==> config.mk <==
export PLATFORM = sky130hd
export DESIGN_NAME = pulse_generator
export DESIGN_NICKNAME = d
export VERILOG_FILES = /design/src/rtl/pulse_gen_pkg.sv /design/src/rtl/pulse_down_counter.sv /design/src/rtl/pulse_generator.sv
export SDC_FILE = /design/constraint.sdc
export NUM_CORES = 1
export LEC_CHECK = 0
export CAP_MARGIN = 15
export CORE_MARGIN = 1.5
export CORE_UTILIZATION = 38
export DETAILED_ROUTE_END_ITERATION = 6
export GPL_TIMING_DRIVEN = 1
export PLACE_DENSITY = 0.64
export SETUP_SLACK_MARGIN = 0.2
export SLEW_MARGIN = 20
export SYNTH_ARGS = -nofsm -noshare
export SYNTH_HDL_FRONTEND = slang
export SYNTH_SLANG_ARGS = --single-unit
==> constraint.sdc <==
create_clock -name clk -period 2.1 [get_ports clk]
set_input_delay 0.63 -clock clk [delete_from_list [all_inputs] [get_ports clk]]
set_output_delay 0.63 -clock clk [all_outputs]
set_load 0.005 [all_outputs]
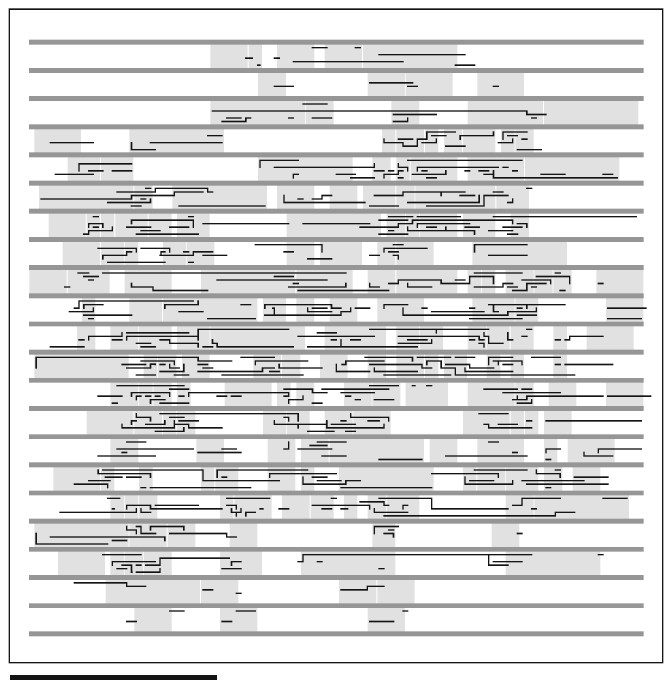
(images/layer_met1.png)
The bar under the picture is 20 um long. Supply wires on this layer in grey.
wire length on this layer: 1440 um
longest straight run: 30.4 um
nets with wire on the layer: 190
DR vias: 1279
aggregate routed wire length: 3460 um

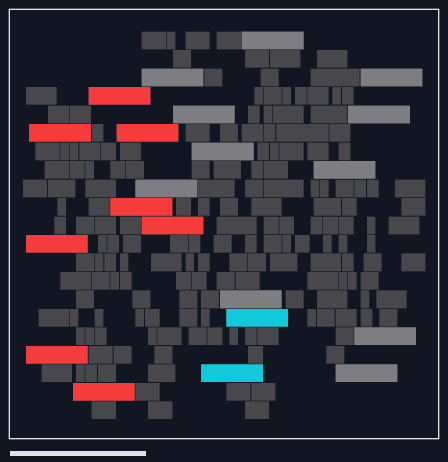
(images/flops_by_reg.png)
The bar under the picture is 20 um long. Other sequential cells in the stronger grey, the rest of the logic in the fainter grey.
[cyan] state | placed flops: 2
[red] u_delay_cnt.count | placed flops: 8
not coloured: 11
power consumed by sequential cells: 0.874 mW
sequential fraction of total cell area: 27.9%
final design utilization: 55.6%
storage element area: 526 um2

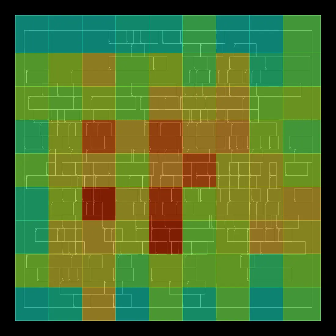
(images/congestion.png)
total routing resource utilization after global routing: 17.9%
met1 layer usage reported by global route: 21.1%
average wire per cell in the routed design: 14.5 um
met3 Resource Use GR: 2.70%
M2 GR Usage: 31.6%

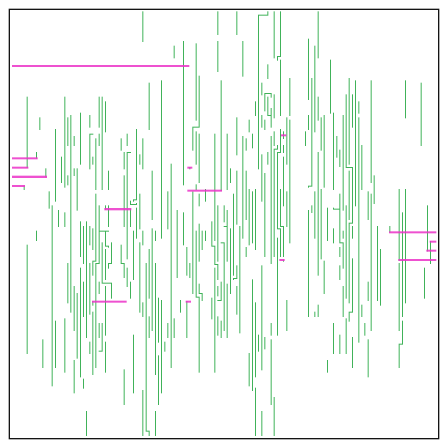
(images/wires.png)
Only two layers are drawn.
[green] metal 2 | wire length: 1880 um
[magenta] metal 3 | wire length: 65.8 um

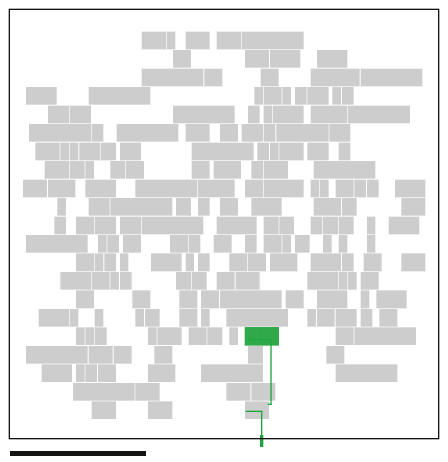
(images/io_fan.png)
The bar under the picture is 20 um long.
[green] retrig_en | bits: 1 | direction: input | end cells: 2 | buffers: 1 | wire: 19.4 um
Port Buf Inserts: 22
Boundary Pins: 23

==> git commit body <==
Store results of the implementation flow

- Counting only logic cells after layout, the most numerous master is sky130_fd_sc_hd__dfrtp_1.
- Before any placement, the netlist area is recorded as 1370 um2.
- Leading power group: combinational logic
- Number of logic inverters in the finished layout: 6
- After the first detailed-routing iteration, the DRC count stood at 48.
- Root buffer cell: sky130_fd_sc_hd__clkbuf_4
* DIE WIDTH: 63.0 um
- Final cell count without fillers: 238
- The layout report lists the non-clock buffer share of cell area as 20.3%.
* Final Hold Violation Tally: 0
- Per the run report, area growth between synthesis and finish was 37.8%.
- Measured on the final layout, the clock distribution area share stands at 1.46%.
- Clock net power: 0.212 mW
- Setup slack closes at 243 ps.
* Internal Pwr Total: 1.23 mW
* Leakage power total: 0.775 nW
* Fraction of final layout cells sized beyond drive strength 1: 24.5%
- Synth cell types: 48
- In the final timing run, aggregate negative setup slack is 0 ps.
- Per the run summary, max-cap violations total 0.
- Simple-gate share of the synthesized area: 27.2%
* Count of standard-cell rows: 21
* Logic gate fraction of the total cell area: 46.0%
* Clk_skew: 4.59 ps
* Largest cells by area after synthesis: sky130_fd_sc_hd__dfrtp_1 (38%), sky130_fd_sc_hd__ha_1 (5.5%), sky130_fd_sc_hd__nor2_1 (4.4%), sky130_fd_sc_hd__nand2_1 (4.1%), sky130_fd_sc_hd__a21oi_1 (3.7%)
- TritonRoute reported its final design rule violation total as 0.
- In this run the cell area measured after placement is 1740 um2.
* Wire length on met2: 1880 um
- Once the clock tree was built, the setup fixing pass inserted 0 buffers.
* Number of nets in the final layout: 219
- After routing the design area is 1880 um2.
- Among the non-sequential cells, simple AND/OR/NAND/NOR gates take the most area.
- STA on the placed design reports a worst setup slack of -203 ps.
- Power density relative to cell area: 1160 nW/um2
* Endpoint arrival time on the critical path: 2100 ps
* Insertion delay at the late pin of the worst-skew pair: 320 ps
- Gp weighted congestion: 0.849
- Maximum fanout encountered on the critical timing path: 2
- CP bufs+invs: 1
- Summed over its instances, the top area cell type makes up 38.5% of the synthesized netlist area.
- XOR/XNOR Fraction of Synth Area: 3.85%
* Switch share: 43.4%
- For this floorplan the total number of well-tap instances is 46.
* Yosys Warn Count: 0
- Traced cell by cell, the critical path runs through clkdlybuf4s50_1 -> or4_4 -> nor2_4 -> a32oi_2 -> o31ai_1.
* Worst-case vdd ir drop: 0.550 mV
* Highest layer used for signal routing: met4
- Pins over their slew limit in the final report were tallied at 0.
- The clock tree has to reach 21 sinks.
* Class of the worst hold path: register to register
- Top library cells by usage in the layout, fill and taps aside: sky130_fd_sc_hd__dfrtp_1 (21), sky130_fd_sc_hd__buf_4 (17), sky130_fd_sc_hd__clkdlybuf4s50_1 (16), sky130_fd_sc_hd__nand2_1 (15), sky130_fd_sc_hd__nor2_1 (14)
* Final sequential cell count: 21
- Layer with the highest usage: met2
- Power, Total: 2.18 mW
- The longest clock path from root to sink contains 2 buffers.
* Syn_area_per_cell: 9.05 um2
- For this run, the top clock speed supported by timing is 538 MHz.
- Looking at the max-slew report, the worst-margin pin has a slew of 444 ps.
- Looking at the critical path, the single cell with the biggest stage delay is sky130_fd_sc_hd__or4_4.
- Count of placed standard cells including taps: 231
- Setup repair after global routing could not meet its margin everywhere.
* Top Family by Delay on Critical Path: simple AND/OR/NAND/NOR gates
- Clk network pwr share: 9.8%
* Clock-pin slew reported for the worst setup and hold paths after clock tree synthesis: 130 ps
* Outcome: complete, no violations
* Area fraction in compound gates: 22.4%
* Share of the yosys chip area belonging to registers: 38.5%
- Summed over all nets, the switching power comes to 0.944 mW.
* GRT Residual Overflow: 0
* Tightest slew margin relative to the limit: 70.2%
- The core region is 3390 um2.
- Post-synth mux share: 0%
- STA reports a reg2reg setup slack of 310 ps.
- Startpoint type of the worst setup path: input port
- Flops after synth: 21
- The most used flip-flop cell after synthesis is sky130_fd_sc_hd__dfrtp_1.
* Post-layout minimum cycle time: 1860 ps
- Vias in the first global route: 1295
- # Cells Yosys: 151
No activity file was given, so power comes from the tool's default toggle rates.
